### config.mk
export PLATFORM = sky130hd
export DESIGN_NAME = pipe_stage_reg
export DESIGN_NICKNAME = d
export VERILOG_FILES = /design/src/rtl/pipe_stage_reg.sv
export SDC_FILE = /design/constraint.sdc
export NUM_CORES = 1
export LEC_CHECK = 0
export CORE_MARGIN = 5
export CORE_UTILIZATION = 24
export DETAILED_ROUTE_END_ITERATION = 10
export PLACE_DENSITY_LB_ADDON = 0.15
export SLEW_MARGIN = 5
export SYNTH_ARGS = -nofsm -noshare
export SYNTH_HDL_FRONTEND = slang
export SYNTH_SLANG_ARGS = --single-unit
### constraint.sdc
create_clock -name CLK -period 2.1 [get_ports CLK]
set_clock_uncertainty 0.05 [all_clocks]
set_input_delay 0.42 -clock CLK [delete_from_list [all_inputs] [get_ports CLK]]
set_output_delay 0.42 -clock CLK [all_outputs]
set_load 0.01 [all_outputs]
### src/rtl/pipe_stage_reg.sv
// Pipeline stage register: valid/ready handshake with a 2-entry skid buffer and flush.
// Optional saturating stall counter on STALL_COUNT when PIPE_STAGE_STATS_EN is defined.
module pipe_stage_reg #(
  parameter int                    DATA_WIDTH  = 64,
  parameter logic [DATA_WIDTH-1:0] RESET_VALUE = {DATA_WIDTH{1'b0}}
) (
  input  logic                  CLK,
  input  logic                  RESET,
  input  logic                  FLUSH,
  input  logic                  IN_VALID,
  output logic                  IN_READY,
  input  logic [DATA_WIDTH-1:0] IN_DATA,
  output logic                  OUT_VALID,
  input  logic                  OUT_READY,
  output logic [DATA_WIDTH-1:0] OUT_DATA
`ifdef PIPE_STAGE_STATS_EN
  ,
  output logic [31:0]           STALL_COUNT
`endif
);

  typedef enum logic [1:0] {
    EMPTY = 2'd0,
    ONE   = 2'd1,
    TWO   = 2'd2
  } occ_t;

  occ_t                  state;
  occ_t                  state_next;
  logic [DATA_WIDTH-1:0] main_data;
  logic [DATA_WIDTH-1:0] main_next;
  logic [DATA_WIDTH-1:0] skid_data;
  logic [DATA_WIDTH-1:0] skid_next;
  logic                  in_ready_q;
  logic                  out_valid_q;
  logic                  in_ready_next;
  logic                  out_valid_next;
  logic                  accept;
  logic                  take;

  // Occupancy next-state and data steering; handshake flags are registered copies of state.
  always_comb begin
    state_next = state;
    main_next  = main_data;
    skid_next  = skid_data;
    accept     = IN_VALID & in_ready_q;
    take       = out_valid_q & OUT_READY;
    if (FLUSH) begin
      state_next = EMPTY;
      main_next  = RESET_VALUE;
    end else begin
      case (state)
        EMPTY: begin
          if (accept) begin
            state_next = ONE;
            main_next  = IN_DATA;
          end else begin
            state_next = EMPTY;
          end
        end
        ONE: begin
          if (accept && take) begin
            main_next = IN_DATA;
          end else if (accept) begin
            state_next = TWO;
            skid_next  = IN_DATA;
          end else if (take) begin
            state_next = EMPTY;
            main_next  = RESET_VALUE;
          end else begin
            state_next = ONE;
          end
        end
        TWO: begin
          if (take) begin
            state_next = ONE;
            main_next  = skid_data;
          end else begin
            state_next = TWO;
          end
        end
        default: begin
          state_next = EMPTY;
          main_next  = RESET_VALUE;
        end
      endcase
    end
    in_ready_next  = (state_next != TWO);
    out_valid_next = (state_next != EMPTY);
  end

  // State and payload registers with synchronous active-low reset.
  always_ff @(posedge CLK) begin
    if (!RESET) begin
      state       <= EMPTY;
      main_data   <= RESET_VALUE;
      skid_data   <= RESET_VALUE;
      in_ready_q  <= 1'b1;
      out_valid_q <= 1'b0;
    end else begin
      state       <= state_next;
      main_data   <= main_next;
      skid_data   <= skid_next;
      in_ready_q  <= in_ready_next;
      out_valid_q <= out_valid_next;
    end
  end

  assign IN_READY  = in_ready_q;
  assign OUT_VALID = out_valid_q;
  assign OUT_DATA  = main_data;

`ifdef PIPE_STAGE_STATS_EN
  logic [31:0] stall_count;

  // Saturating count of cycles where the head is held by downstream; FLUSH does not clear it.
  always_ff @(posedge CLK) begin
    if (!RESET) begin
      stall_count <= 32'd0;
    end else if (out_valid_q && !OUT_READY && (stall_count != 32'hFFFF_FFFF)) begin
      stall_count <= stall_count + 32'd1;
    end else begin
      stall_count <= stall_count;
    end
  end

  assign STALL_COUNT = stall_count;
`endif

endmodule
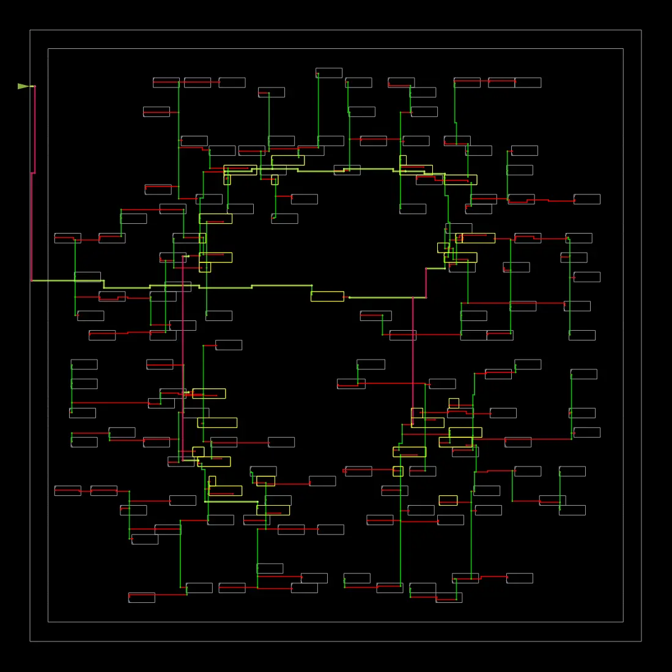
**Above:** run 1 (clock wiring as the flow saved it).
number of clock sinks: 132
Clock Latency Late Sink: 410 ps
CTS Buf Count: 17
number of clock-tree buffers in the layout: 19

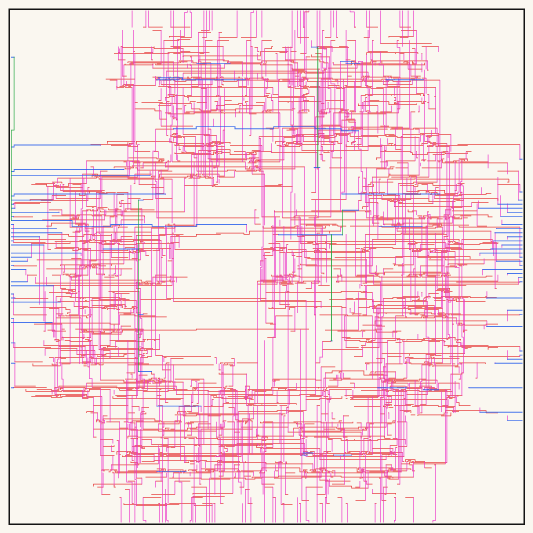
**Above:** run 1 (signal wires by layer).
Drawn at 3 px/µm.
| layer | colour | wire length |
|---|---|---|
| met1 | red | 10600 µm |
| met3 | blue | 929 µm |
| met4 | green | 196 µm |
| met2 | magenta | 9720 µm |
overall fraction of global-route tracks in use: 0.147
WL/cell: 17.9 µm
Final Routed Wirelength: 21.5 mm
vias after detailed routing: 5705

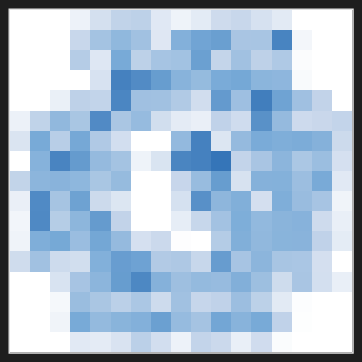
**Above:** run 1 (placement density heat map).
Drawn at 2 px/µm. 17 x 17 tiles, from white (low) to dark blue (high), 0 to 100% covered.
emptiest ninth of the die: upper left
nearly empty tiles: 19%
mean over tiles: 28%
Placeable Area: 25800 µm²
Starting Density: 0.241
Finished Core Util: 0.333

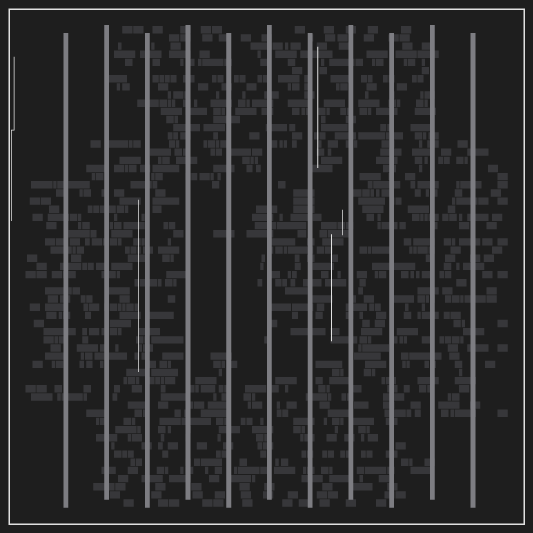
**Above:** run 1 (met4 routing).
Drawn at 3 px/µm. Supply wires on this layer in grey.
wire length on this layer: 196 µm
nets with wire on the layer: 3

==> impl_summary.log, run 1 <==
[flow] final metrics
[metrics] type of the worst min-delay path: in -> reg
[metrics] dominant cell type by area after synthesis: sky130_fd_sc_hd__dfxtp_1
[metrics] vias per cell: 4.76
[metrics] Nets: 919
[metrics] length of routed wiring on met1: ~11 mm
[metrics] Final Hold Viols: 0
[metrics] Cells on Worst Hold Path: 3
[metrics] standard-cell rows: 59
[metrics] critical path peak fanout: 17
[metrics] worst reg-to-reg path cell count: 5
[metrics] ports placed on the boundary: 135
[metrics] Post-Synth XOR/XNOR Area: 0.00141
[metrics] number of global-route vias before repair: between 5k and 6k
[metrics] Crit. path cell count: 2
[metrics] Synth mux share: 0.103
[metrics] share of the clock period used by the worst path after layout: 0.959
[metrics] most instantiated flip-flop cell in the synthesis netlist: sky130_fd_sc_hd__dfxtp_1
[metrics] power share of the sequential group: 0.406
[metrics] beginning of the worst register-to-register path: IN_READY$_SDFF_PN1_
[metrics] first-pass GRT wire length: 33.6 mm
[metrics] net switching share of the total power: 0.268
[metrics] area of the die: 29300 µm²
[metrics] number of maximum-capacitance violations: 0
[metrics] remaining design rule violation count: 0
[metrics] Pre-Repair DR Iteration Count: 5
[metrics] combinational fraction of design power: 0.143
[metrics] part of the Yosys area used for sequential elements: 0.424
[metrics] Buf/Inv on CP: 2
[metrics] buffering overhead: 0.202
[metrics] Well-Tap Cells: 335
[metrics] cell class ranked first by area: multi-input combinational cells
[metrics] yosys aoi share: 0.229
[metrics] Post-Syn Nets: 816
[metrics] overall die height: 171 µm
[metrics] total grt overflow: 0
[metrics] proportion of cell area spent on the clock network: 0.0654
[metrics] M2 GR Usage: 0.231
[metrics] Starting DRT DRC Count: between 200 and 300
[metrics] fa+ha+maj area frac: 0
[metrics] Max H-tree Level: 4
[metrics] tally of unique sky130hd cells used after synthesis: 30
[metrics] multi-input combinational area share: 0.376
[metrics] sum of negative setup slack: 0 ps
[metrics] # hold bufs at CTS: 0
[metrics] source of the worst hold timing path: RESET
[metrics] Crit Reg-Reg Endpoint: skid_data[25]$_SDFFE_PN0P_
[metrics] Slowest Stage Delay on Critical Path: 550 ps
[metrics] internal cell power: 4680 µW
[metrics] placement-stage worst setup slack: -252 ps
[metrics] met1 Resource Use GR: 0.202
[metrics] post-cts repair resize count: 0
[metrics] part of the power in the clock network: 0.451
[metrics] most frequent cell after synthesis: sky130_fd_sc_hd__dfxtp_1
[metrics] nonclk buf count: 163
[metrics] first element of the critical path: OUT_VALID$_SDFF_PN0_
[metrics] wire length on met2: 9.72 mm
[metrics] upper clock frequency limit: 0.496 GHz
[metrics] Placed Cells incl. Taps: 1164
[metrics] clock root buffer: sky130_fd_sc_hd__clkbuf_16
[metrics] clock slew at reported path FFs: 60 ps
[metrics] reg-to-reg setup timing slack: about 270 ps
[metrics] data arrival time of the worst path: between 1500 and 2000 ps
[metrics] result of the run: finished, final reports clean
[metrics] post-layout min period: 2010 ps
[metrics] sequential cell count: ~130
[metrics] most area-consuming cells after synthesis: sky130_fd_sc_hd__dfxtp_1, sky130_fd_sc_hd__mux2i_1, sky130_fd_sc_hd__nand2_1, sky130_fd_sc_hd__a22oi_1, sky130_fd_sc_hd__a21boi_1
[metrics] DP Area: between 7000 and 8000 µm²
[metrics] synthesized flop and latch total: 132
[metrics] Chip Area, Yosys: ~6200 µm²
[metrics] met3 layer usage reported by global route: 0.0333
[metrics] hold endpoint: state[0]$_SDFF_PN0_
[metrics] largest net degree at the start of global routing: 65
[metrics] combinational gate area: 3240 µm²
[metrics] number of logic gates: 536
[metrics] last weighted congestion value of the routability-driven placer: 0.708
[metrics] number of buffers on the longest clock path: 2
[metrics] summed area of non-filler cells in the final layout: about 8600 µm²
[metrics] Post-Layout Cell Count: 1198
[metrics] most frequently placed logic cell in the final layout: sky130_fd_sc_hd__clkdlybuf4s50_1
[metrics] count of pins over their slew limit: 0
[metrics] cell-by-cell trace of the critical path: buf_12 > clkdlybuf4s50_1
[metrics] combinational logic power: 918 µW
[metrics] number of logged tool warnings: 26
[metrics] Max IR drop VDD: around 0.37 mV
[metrics] register area: 2650 µm²
[metrics] category of the most critical setup path: reg -> out
[metrics] top cells by instance count after synthesis: sky130_fd_sc_hd__dfxtp_1, sky130_fd_sc_hd__nand2_1, sky130_fd_sc_hd__nor2_1
[metrics] kind of launch point of the worst setup path: flop
[metrics] count of nets left with antenna violations after detail routing: 0
[metrics] overall power: 6400 µW
[metrics] count of instantiated cells in the yosys netlist: 747
[metrics] DP Wirelength: 13.1 mm
[metrics] number of setup violations in the final report: 0
[metrics] power in sequential cells: 2600 µW
[metrics] Tightest Pin Transition: 518 ps
[metrics] pwr dens: 743 nW/µm²
[metrics] fill cell total of the finished layout: 2699
[metrics] sequential portion of the cell area: 0.307
[metrics] CTS tree: built
[metrics] worst-path cell with the longest stage delay: sky130_fd_sc_hd__clkdlybuf4s50_1
[metrics] fraction of layout instances using a drive strength above 1: 0.0846
[metrics] crit path capture type: output port
[metrics] most used cells in the layout excluding fill and tap cells: sky130_fd_sc_hd__clkdlybuf4s50_1, sky130_fd_sc_hd__nand2_1, sky130_fd_sc_hd__dfxtp_1
[metrics] mapped cell area: 6230 µm²
[metrics] number of setup buffers added after CTS: 0
[metrics] top logic cell family in the synthesized netlist: AND-OR/OR-AND gates
[metrics] horizontal die dimension: 171 µm
[metrics] initial antenna violation count: 0
[metrics] reported net switching power: 1720 µW
[metrics] worst rel slew slack: 0.655
[metrics] Top Metal Used: met4
[metrics] top contributor to total power: clock
[metrics] layer carrying the most global-route usage: met2
[metrics] CP endpoint: OUT_VALID
[metrics] clock network power consumption: 2880 µW
[metrics] area share of the largest cell type after synthesis: 0.424
[metrics] tightest hold margin: around 390 ps
[metrics] synthesized-area fraction occupied by and/or/nand/nor cells: 0.183
[metrics] post-synth tally of flip-flops with integrated enable: 0
[metrics] gate count of the mapped netlist: 747
[metrics] setup repair after global routing missed its margin: no
[metrics] Area growth syn-to-layout: 38.2%
[metrics] synth warn: 0
[metrics] critical path's top delay family: buffers and inverters
[metrics] Met3 Routed Length: around 930 µm
[metrics] count of buffers from port buffering: 134
[metrics] synthesized area per cell: 8.34 µm²
[metrics] number of logic inverters in the finished layout: 0
[metrics] setup ws final: between 80 and 90 ps
[metrics] antenna diode instance count: 0
[metrics] required time at the endpoint of the critical path: 1630 ps
[metrics] Async S/R FF share, synth: 0
[metrics] Pleak: about 0.0028 µW
==> run 1 -> run 2 <==
--- a/config.mk
+++ b/config.mk
@@ -9,7 +9,8 @@
 export CORE_UTILIZATION = 24
 export DETAILED_ROUTE_END_ITERATION = 10
 export PLACE_DENSITY_LB_ADDON = 0.15
-export SLEW_MARGIN = 5
+export RECOVER_POWER = 100
+export SLEW_MARGIN = 20
 export SYNTH_ARGS = -nofsm -noshare
 export SYNTH_HDL_FRONTEND = slang
 export SYNTH_SLANG_ARGS = --single-unit
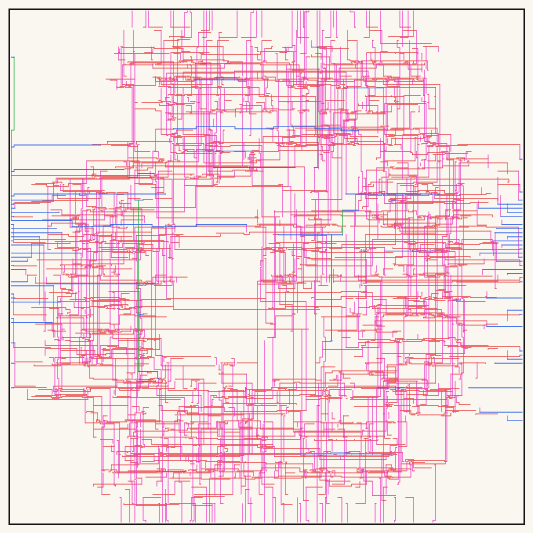
**Above:** run 2 (signal wires by layer).
Drawn at 3 px/µm.
| layer | colour | wire length |
|---|---|---|
| met3 | blue | 1010 µm |
| met2 | magenta | 9780 µm |
| met1 | red | 10500 µm |
| met4 | green | 196 µm |
Final Routed Wirelength: 21.5 mm
WL/cell: 18.0 µm

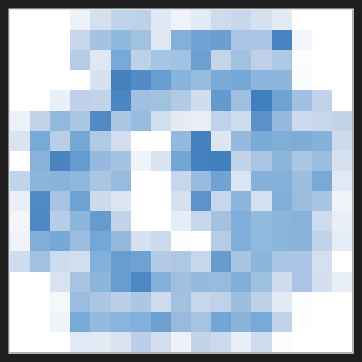
**Above:** run 2 (placement density heat map).
Drawn at 2 px/µm. 17 x 17 tiles, from white (low) to dark blue (high), 0 to 100% covered.
emptiest ninth of the die: upper left
mean over tiles: 28%
nearly empty tiles: 19%

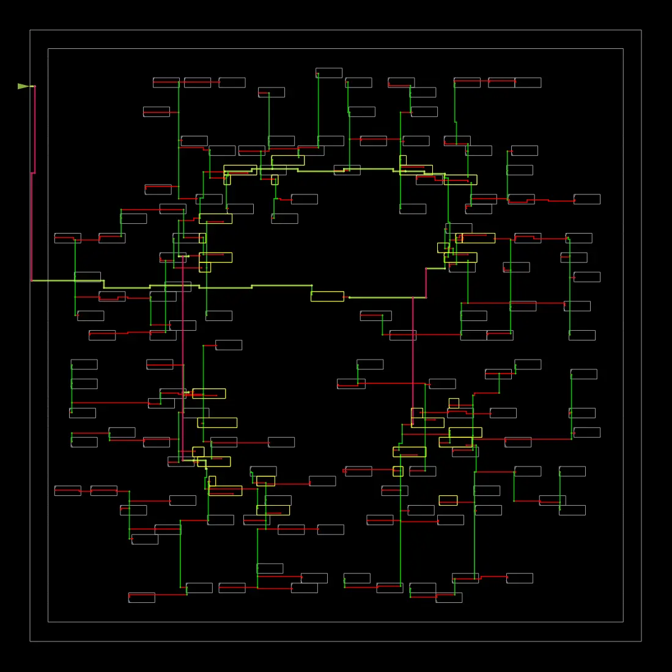
**Above:** run 2 (clock wiring as the flow saved it).
sequential cell count: 132
clock network power consumption: 2880 µW

==> impl_summary.log, run 2 <==
[flow] final metrics
[metrics] result of the run: finished, final reports clean
[metrics] length of routed wiring on met1: 10.5 mm
[metrics] Crit Reg-Reg Endpoint: OUT_DATA[28]$_SDFFE_PP0P_
[metrics] met3 layer usage reported by global route: 0.0333
[metrics] register area: 2650 µm²
[metrics] pwr dens: approximately 740 nW/µm²
[metrics] largest net degree at the start of global routing: 65
[metrics] hold endpoint: state[0]$_SDFF_PN0_
[metrics] DP Wirelength: between 10 and 15 mm
[metrics] Pre-Repair DR Iteration Count: 5
[metrics] number of logic inverters in the finished layout: 0
[metrics] count of pins over their slew limit: 0
[metrics] multi-input combinational area share: 0.376
[metrics] overall fraction of global-route tracks in use: 0.147
[metrics] Crit. path cell count: 2
[metrics] cell class ranked first by area: multi-input combinational cells
[metrics] clock slew at reported path FFs: 60 ps
[metrics] Starting DRT DRC Count: 293
[metrics] vias after detailed routing: between 5k and 6k
[metrics] sum of negative setup slack: 0 ps
[metrics] part of the Yosys area used for sequential elements: 0.424
[metrics] layer carrying the most global-route usage: met2
[metrics] most frequent cell after synthesis: sky130_fd_sc_hd__dfxtp_1
[metrics] number of clock sinks: 132
[metrics] Async S/R FF share, synth: 0
[metrics] internal cell power: 4660 µW
[metrics] net switching share of the total power: 0.269
[metrics] most frequently placed logic cell in the final layout: sky130_fd_sc_hd__nand2_1
[metrics] Met3 Routed Length: 1.01 mm
[metrics] post-synth tally of flip-flops with integrated enable: 0
[metrics] top cells by instance count after synthesis: sky130_fd_sc_hd__dfxtp_1, sky130_fd_sc_hd__nand2_1, sky130_fd_sc_hd__nor2_1
[metrics] total grt overflow: 0
[metrics] Tightest Pin Transition: 899 ps
[metrics] reported net switching power: around 1700 µW
[metrics] number of clock-tree buffers in the layout: 19
[metrics] count of buffers from port buffering: 134
[metrics] number of setup buffers added after CTS: 0
[metrics] number of logic gates: 536
[metrics] combinational gate area: between 3000 and 4000 µm²
[metrics] Cells on Worst Hold Path: 3
[metrics] remaining design rule violation count: 0
[metrics] last weighted congestion value of the routability-driven placer: 0.708
[metrics] Top Metal Used: met4
[metrics] CTS tree: built
[metrics] number of logged tool warnings: 26
[metrics] Post-Synth XOR/XNOR Area: 0.00141
[metrics] combinational fraction of design power: 0.140
[metrics] synthesized flop and latch total: 132
[metrics] cell-by-cell trace of the critical path: buf_12 > clkdlybuf4s50_1
[metrics] synth warn: 0
[metrics] wire length on met2: ~10 mm
[metrics] ports placed on the boundary: 135
[metrics] top contributor to total power: clock
[metrics] setup repair after global routing missed its margin: no
[metrics] # hold bufs at CTS: 0
[metrics] CP endpoint: OUT_VALID
[metrics] tally of unique sky130hd cells used after synthesis: 30
[metrics] Post-Layout Cell Count: about 1.2k
[metrics] source of the worst hold timing path: RESET
[metrics] reg-to-reg setup timing slack: roughly 170 ps
[metrics] overall power: roughly 6400 µW
[metrics] number of maximum-capacitance violations: 0
[metrics] Finished Core Util: 0.332
[metrics] setup ws final: 82.0 ps
[metrics] Chip Area, Yosys: 6230 µm²
[metrics] Final Hold Viols: 0
[metrics] proportion of cell area spent on the clock network: 0.0657
[metrics] Max H-tree Level: 4
[metrics] synthesized area per cell: 8.34 µm²
[metrics] count of instantiated cells in the yosys netlist: around 750
[metrics] Clock Latency Late Sink: 410 ps
[metrics] gate count of the mapped netlist: about 750
[metrics] vias per cell: approximately 4.8
[metrics] crit path capture type: output port
[metrics] post-cts repair resize count: 0
[metrics] kind of launch point of the worst setup path: flop
[metrics] synthesized-area fraction occupied by and/or/nand/nor cells: 0.183
[metrics] area of the die: 29300 µm²
[metrics] fill cell total of the finished layout: around 2.7k
[metrics] post-layout min period: approximately 2000 ps
[metrics] Placeable Area: 25800 µm²
[metrics] type of the worst min-delay path: in -> reg
[metrics] number of global-route vias before repair: 5721
[metrics] first-pass GRT wire length: 33.6 mm
[metrics] placement-stage worst setup slack: -252 ps
[metrics] part of the power in the clock network: 0.453
[metrics] Area growth syn-to-layout: 37.5%
[metrics] M2 GR Usage: 0.231
==> run 2 -> run 3 <==
--- a/config.mk
+++ b/config.mk
@@ -8,6 +8,7 @@
 export CORE_MARGIN = 5
 export CORE_UTILIZATION = 24
 export DETAILED_ROUTE_END_ITERATION = 10
+export HOLD_SLACK_MARGIN = 0.02
 export PLACE_DENSITY_LB_ADDON = 0.15
 export RECOVER_POWER = 100
 export SLEW_MARGIN = 20
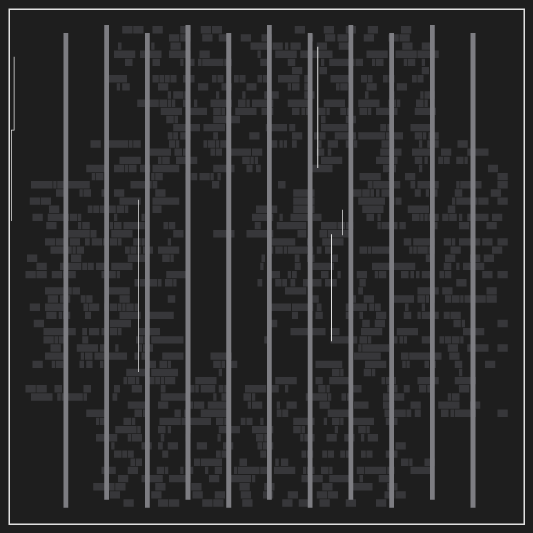
**Above:** run 3 (met4 routing).
Drawn at 3 px/µm. Supply wires on this layer in grey.
nets with wire on the layer: 3
longest straight run: 57.1 µm
main direction: vertical
share of all routed wire: 0.91%
wire length on this layer: 196 µm
vias after detailed routing: 5715

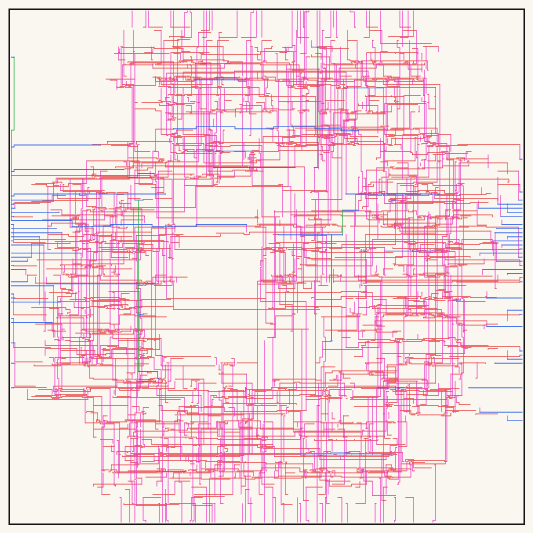
**Above:** run 3 (signal wires by layer).
Drawn at 3 px/µm.
| layer | colour | wire length |
|---|---|---|
| met1 | red | 10500 µm |
| met4 | green | 196 µm |
| met2 | magenta | 9780 µm |
| met3 | blue | 1010 µm |

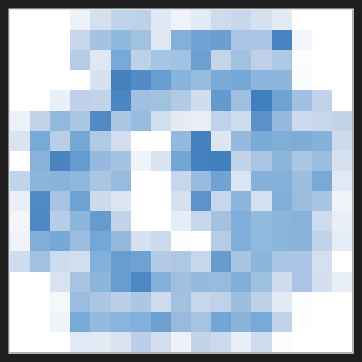
**Above:** run 3 (placement density heat map).
Drawn at 2 px/µm. 17 x 17 tiles, from white (low) to dark blue (high), 0 to 100% covered.
Finished Core Util: 0.332

==> impl_summary.log, run 3 <==
[flow] final metrics
[metrics] ports placed on the boundary: approximately 140
[metrics] multi-input combinational area share: 0.376
[metrics] upper clock frequency limit: between 0.4 and 0.5 GHz
[metrics] fraction of layout instances using a drive strength above 1: 0.0823
[metrics] top logic cell family in the synthesized netlist: AND-OR/OR-AND gates
[metrics] number of logic gates: about 540
[metrics] Final Routed Wirelength: roughly 22 mm
[metrics] type of the worst min-delay path: in -> reg
[metrics] register area: 2650 µm²
[metrics] number of setup buffers added after CTS: 0
[metrics] worst rel slew slack: 0.401
[metrics] remaining design rule violation count: 0
[metrics] most frequent cell after synthesis: sky130_fd_sc_hd__dfxtp_1
[metrics] dominant cell type by area after synthesis: sky130_fd_sc_hd__dfxtp_1
[metrics] crit path capture type: output port
[metrics] count of buffers from port buffering: roughly 130
[metrics] buffering overhead: 0.201
[metrics] cell class ranked first by area: multi-input combinational cells
[metrics] layer carrying the most global-route usage: met2
[metrics] largest net degree at the start of global routing: 65
[metrics] Post-Syn Nets: a little over 800
[metrics] number of buffers on the longest clock path: 2
[metrics] most used cells in the layout excluding fill and tap cells: sky130_fd_sc_hd__nand2_1, sky130_fd_sc_hd__dfxtp_1, sky130_fd_sc_hd__nor2_1
[metrics] overall fraction of global-route tracks in use: 0.147
[metrics] Crit Reg-Reg Endpoint: OUT_DATA[28]$_SDFFE_PP0P_
[metrics] combinational logic power: about 890 µW
[metrics] overall power: around 6400 µW
[metrics] number of clock-tree buffers in the layout: 19
[metrics] cell-by-cell trace of the critical path: buf_12 > clkdlybuf4s50_1
[metrics] most area-consuming cells after synthesis: sky130_fd_sc_hd__dfxtp_1, sky130_fd_sc_hd__mux2i_1, sky130_fd_sc_hd__nand2_1, sky130_fd_sc_hd__a22oi_1, sky130_fd_sc_hd__a21boi_1
[metrics] synthesized-area fraction occupied by and/or/nand/nor cells: 0.183
[metrics] proportion of cell area spent on the clock network: 0.0657
[metrics] power share of the sequential group: 0.407
[metrics] result of the run: finished, final reports clean
[metrics] yosys aoi share: 0.229
[metrics] share of the clock period used by the worst path after layout: 0.961
[metrics] category of the most critical setup path: reg -> out
[metrics] setup repair after global routing missed its margin: no
[metrics] top contributor to total power: clock
[metrics] antenna diode instance count: 0
[metrics] number of logic inverters in the finished layout: 0
[metrics] setup ws final: 82.0 ps
[metrics] Post-Layout Cell Count: 1198
[metrics] top cells by instance count after synthesis: sky130_fd_sc_hd__dfxtp_1, sky130_fd_sc_hd__nand2_1, sky130_fd_sc_hd__nor2_1
[metrics] most frequently placed logic cell in the final layout: sky130_fd_sc_hd__nand2_1
[metrics] first-pass GRT wire length: 33.6 mm
[metrics] number of clock sinks: 132
[metrics] standard-cell rows: 59
[metrics] required time at the endpoint of the critical path: roughly 1600 ps
[metrics] area of the die: 29300 µm²
[metrics] wire length on met2: 9.78 mm
[metrics] CTS tree: built
[metrics] fill cell total of the finished layout: 2703
[metrics] gate count of the mapped netlist: 747
[metrics] Max IR drop VDD: 0.374 mV
[metrics] Top Metal Used: met4
[metrics] combinational gate area: 3220 µm²
[metrics] pwr dens: roughly 740 nW/µm²
[metrics] post-cts repair resize count: 0
[metrics] Post-Synth XOR/XNOR Area: 0.00141
[metrics] Met3 Routed Length: 1.01 mm
[metrics] Buf/Inv on CP: 2
[metrics] last weighted congestion value of the routability-driven placer: between 0.7 and 0.8
[metrics] Async S/R FF share, synth: 0
[metrics] Max H-tree Level: 4
[metrics] CTS Buf Count: 17
[metrics] Chip Area, Yosys: 6230 µm²
[metrics] combinational fraction of design power: 0.140
[metrics] critical path peak fanout: 17
[metrics] power in sequential cells: about 2600 µW
[metrics] reported net switching power: 1710 µW
[metrics] Pre-Repair DR Iteration Count: 5
[metrics] count of instantiated cells in the yosys netlist: 747
[metrics] Area growth syn-to-layout: 37.5%
[metrics] data arrival time of the worst path: 1550 ps
[metrics] part of the Yosys area used for sequential elements: 0.424
[metrics] Clock Latency Late Sink: 410 ps
[metrics] post-layout min period: 2020 ps
[metrics] initial antenna violation count: 0
[metrics] Placed Cells incl. Taps: 1164
[metrics] Final Hold Viols: 0
[metrics] number of setup violations in the final report: 0
[metrics] area share of the largest cell type after synthesis: 0.424
[metrics] synth warn: 0
[metrics] number of maximum-capacitance violations: 0
[metrics] met1 Resource Use GR: 0.202
[metrics] synthesized flop and latch total: 132
[metrics] Cells on Worst Hold Path: 3
[metrics] length of routed wiring on met1: 10.5 mm
[metrics] Crit. path cell count: 2
[metrics] Pleak: 0.00294 µW
[metrics] mapped cell area: 6230 µm²
[metrics] Starting DRT DRC Count: 293
[metrics] worst reg-to-reg path cell count: 6
[metrics] first element of the critical path: OUT_VALID$_SDFF_PN0_
[metrics] net switching share of the total power: 0.269
[metrics] worst-path cell with the longest stage delay: sky130_fd_sc_hd__clkdlybuf4s50_1
[metrics] tally of unique sky130hd cells used after synthesis: 30
[metrics] sequential portion of the cell area: 0.309
[metrics] met3 layer usage reported by global route: 0.0333
[metrics] nonclk buf count: 163
No activity file was given, so power comes from the tool's default toggle rates.
